Design fpt_event_uart, sky130hd; sources not shown.
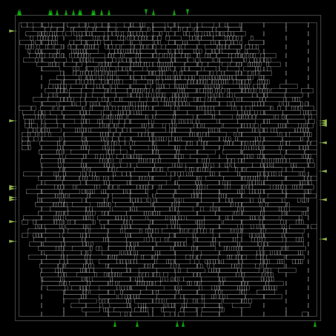
Fig. 1. Cell outlines without signal wires (run 1).
fin cells: 2585
row count: 67
tally of filler cells in the layout: 2320

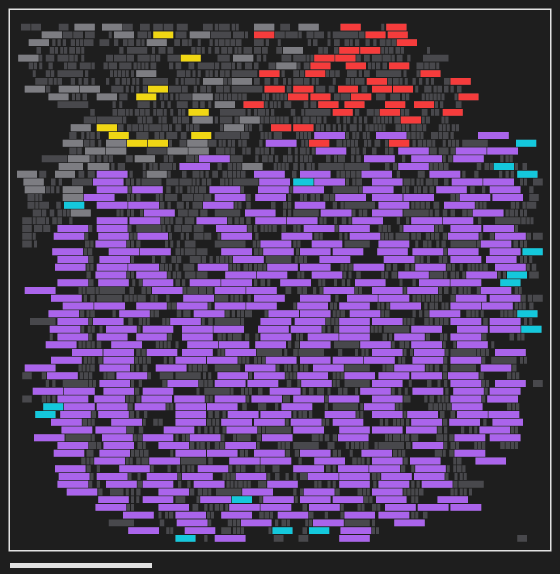
Fig. 2. Where the registers sit (run 1).
Bar = 50 µm. Other sequential cells in the stronger gray, the rest of the logic in the fainter gray.
| color | netlist name | flops |
|---|---|---|
| purple | mem | 384 |
| red | frame | 40 |
| cyan | ev_corr_q | 16 |
| yellow | baud_cnt | 10 |
not colored: 47
Seq. pwr: 4.93 mW
Seq/total area: 58.6%
Reg area: 13800 µm²
fin util: 69.9%

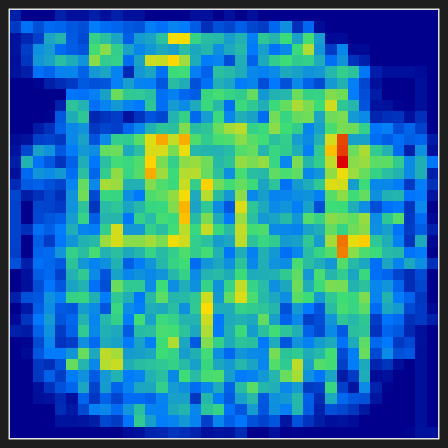
Fig. 3. Wire density map (run 1).
38 x 38 tiles, from dark blue (low) to red (high), scaled to the fullest tile. Values are wire area over tile area, all layers added.
fullest tile: 0.82
mean over tiles: 0.24
nearly empty tiles: 12%
tiles over half the peak: 15%
vias: 15100
Global Route Usage Sum: 29.9%

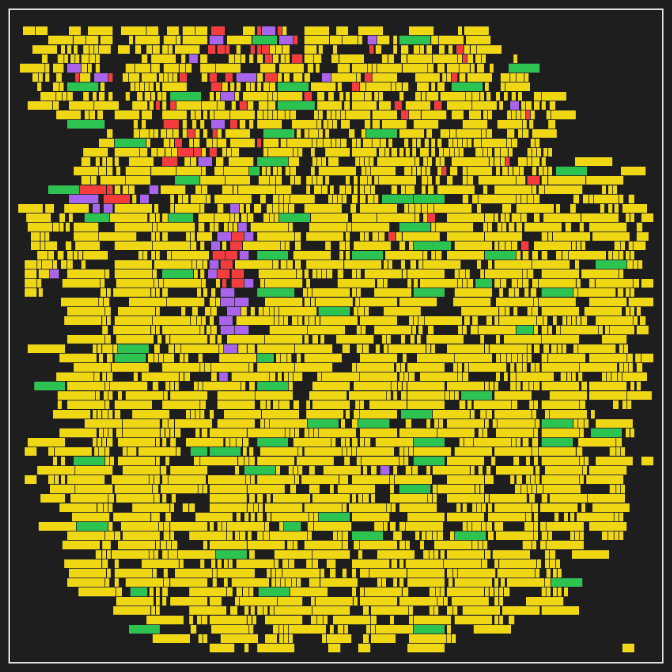
Fig. 4. Drive-strength map (run 1).
| color | size | cells |
|---|---|---|
| purple | x3 and x4 | 38 |
| red | x2 | 61 |
| yellow | x1 and smaller | 1972 |
| green | x6 and larger | 66 |
post-route design area: 23600 µm²
PnR worst setup slack: 1.78 ns
area added between synthesis and finish: 10.3%

==> impl_metrics.json, run 1 <==
{
  "busiest_layer": "met2",
  "top_cell": "nand2_1",
  "grtUsageMet3_pct": 4.63,
  "inv_count": 213,
  "crit_family": "simple AND/OR/NAND/NOR gates",
  "layout-drive-gt1-share_pct": 7.72,
  "switchingPower_mw": 4.25,
  "ioPinCount": 37,
  "powerClk_mw": 3.67,
  "dp_cells": 2494,
  "viasPerCell": 5.86,
  "whs_ns": 0.350,
  "common_cells": "457 x nand2_1, 384 x edfxtp_1, 223 x nand3_1",
  "power_frac_seq_pct": 40.2,
  "worstPathCellList": "inv_1, ha_1, nand2_1, nor2_1, nand2_2, nor2_4, nand2_2, nand2_4, ha_1, inv_1, fa_1, nor2_1, a211oi_1, nand2_1, nand2_1, nor2_1, o21ai_0, a21oi_1",
  "synthAoiAreaFrac_pct": 7.52,
  "netlist_instances": 2097,
  "top_cells_by_area": "edfxtp_1 54%, dfxtp_1 11%, nand2_1 8.0%",
  "dpl-instance-area_um2": 22000,
  "largest_reg_flops": 384,
  "ys_cells": 2097,
  "warnings": 33,
  "clk_path_buf_depth": 3,
  "cts_root_buf": "clkbuf_16",
  "tapCellCount": 448,
  "arrival_ns": 3.60,
  "pwr-share-clk_pct": 29.9,
  "clock_latency_ns": 0.56,
  "grt_use_met1_pct": 38.2,
  "drt-initial-drc-count": 1876,
  "synthArstFlopShare_pct": 0,
  "die_y_um": 190,
  "wl_met2_um": 24500,
  "ff2ff_path_depth": 18,
  "cts_resized": 0,
  "worst_pin_slew_ns": 1.11,
  "logic_area_um2": 6240,
  "grt_pass1_vias": 14800,
  "synth-area-yosys_um2": 21400,
  "grt_start_max_net_pins": 223,
  "n_all_buffers": 56,
  "synth-main-ff-cell": "edfxtp_1",
  "design.seq.count": 497,
  "status": "completed",
  "finalMaxSlewViolations": 0,
  "timing.fmax_mhz": 311,
  "cts_tree": "built",
  "dpl_worst_slack_ns": 1.49,
  "synth_flops": 497,
  "wl_met3_um": 4760,
  "cts.sink_count": 497,
  "crit_cells": 18,
  "use_met2_pct": 47.4,
  "syn_avg_cell_area_um2": 10.2,
  "drt-total-wl_um": 51400,
  "route.detailed.drc": 0,
  "core_um2": 33700
}
Fig. 5: run 1, clock distribution
Bar = 50 µm.
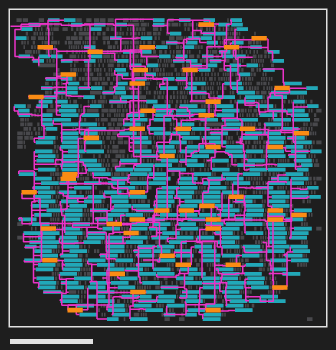

==> inputs of run 2 (changes only) <==
--- a/config.mk
+++ b/config.mk
@@ -7,11 +7,11 @@
 export LEC_CHECK = 0
 export ABC_AREA = 1
 export CORE_MARGIN = 2
-export CORE_UTILIZATION = 62
+export CORE_UTILIZATION = 56
 export DETAILED_ROUTE_END_ITERATION = 10
 export HOLD_SLACK_MARGIN = 0.1
 export MAX_ROUTING_LAYER = met4
-export PLACE_DENSITY = 0.8
+export PLACE_DENSITY = 0.77
 export REMOVE_ABC_BUFFERS = 1
 export SLEW_MARGIN = 20
 export SYNTH_ARGS = -nofsm -noshare
==> constraint.sdc (replaced) <==
create_clock -name clk_100mhz -period 2.7 [get_ports clk_100mhz]
set_clock_uncertainty 0.1 [all_clocks]
set_input_delay 0.405 -clock clk_100mhz [delete_from_list [all_inputs] [get_ports clk_100mhz]]
set_output_delay 0.405 -clock clk_100mhz [all_outputs]
set_load 0.01 [all_outputs]
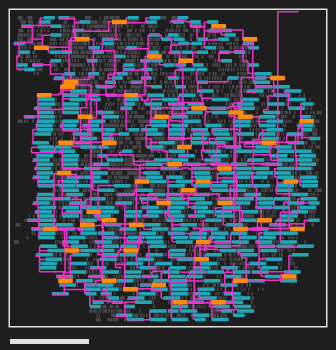
Fig. 6. Clock distribution (run 2).
Bar = 50 µm.
[magenta] clock wires | length: 5630 µm
[cyan] flip-flops | count: 497
[orange] clock-net drivers | count: 51
routed clock nets: 52
Worst-Skew Late Latency: 0.58 ns
clock power share: 28.7%

==> run 2 against run 1 <==
Net effect:
- die size grew 10%
- highest routed layer unchanged
- fmax grew 24%
- largest power group unchanged
- synthesized cell count is the same
- register-to-register slack lost 1.7 ns
- clock-buffer cell count shrank 4
- routed wire length grew 4.7%
- first-iteration DRC count shrank 1.2%
- non-clock buffer count grew 55
- sequential power grew 85%
- core utilization shrank 5.2 points
==> impl_metrics.json, run 2 <==
{
  "status": "completed",
  "irDropWorstVdd_mv": 0.661,
  "top_power_group": "sequential cells",
  "regArea_um2": 13800,
  "viasPerCell": 5.76,
  "synth-area-yosys_um2": 21400,
  "power_frac_seq_pct": 39.6,
  "tapCellCount": 511,
  "top_cells_by_area": "edfxtp_1 54%, dfxtp_1 11%, nand2_1 8.0%",
  "fill_cells": 2823,
  "cts.reportedPaths.clkPinSlew_ns": 0.06,
  "clk_path_buf_depth": 3,
  "die_y_um": 199,
  "whs_ns": 0.342,
  "design.seq.count": 497,
  "layout-drive-gt1-share_pct": 11.3,
  "ant_nets": 0,
  "timing.fmax_mhz": 385,
  "finalMaxSlewViolations": 0,
  "grt_start_max_net_pins": 82,
  "cts_resized": 2,
  "top_cell": "nand2_1",
  "crit_family": "simple AND/OR/NAND/NOR gates",
  "powerClk_mw": 6.61,
  "cts_root_buf": "clkbuf_16",
  "setup_viol": 0,
  "grt_use_met1_pct": 36.4,
  "num_vias": 15600,
  "dpl_worst_slack_ns": -0.0289,
  "ys_sh_xor_pct": 0.451,
  "dpl-instance-area_um2": 22700,
  "ys_seq_share_pct": 64.6,
  "synthArstFlopShare_pct": 0,
  "common_cells": "457 x nand2_1, 384 x edfxtp_1, 223 x nand3_1",
  "drt-initial-drc-count": 1853,
  "stdcell_area_um2": 24300,
  "worstPathCellList": "inv_2, ha_4, nand2_2, nor2_4, nand2_2, nor2_4, a21boi_2, nand2_1, nand2_2, ha_4, ha_4, buf_4, nand2_1, nor2_1, a211oi_2, xnor2_1, o21ai_1, inv_1",
  "arrival_ns": 2.98,
  "n_all_buffers": 111,
  "crit_cells": 18,
  "sh_comb_area_pct": 26.0,
  "syn_avg_cell_area_um2": 10.2,
  "final_nets": 2195,
  "n_antenna_cell": 0,
  "grt_antenna_before_repair": 0,
  "wl_met2_um": 26100,
  "largest_reg_flops": 384,
  "synth-main-ff-cell": "edfxtp_1",
  "fin_ws_ns": 0.103,
  "final_util_pct": 64.7,
  "grt_pass1_vias": 15200,
  "dp_cells": 2610,
  "grtUsageMet3_pct": 3.73,
  "worst_pin_slew_ns": 1.03,
  "core_um2": 37600,
  "warnings": 32,
  "ioPinCount": 37,
  "sh_seq_area_pct": 56.8,
  "powerSeq_mw": 9.11,
  "switchingPower_mw": 8.15,
  "synthesis.area_um2": 21400,
  "netlist_instances": 2097,
  "track_usage_pct": 28.6,
  "wl_met3_um": 4350,
  "busiest_layer": "met2",
  "area_growth_pct": 13.8,
  "logic_area_um2": 6320,
  "route.detailed.drc": 0,
  "ys_cells": 2097,
  "cts.sink_count": 497,
  "use_met2_pct": 46.5,
  "inv_count": 213,
  "multiInputCombCellCount": 1280,
  "instances_no_fill": 2708,
  "synthAoiAreaFrac_pct": 7.52,
  "cts_tree": "built"
}
Power is estimated from default activity; no workload was simulated.
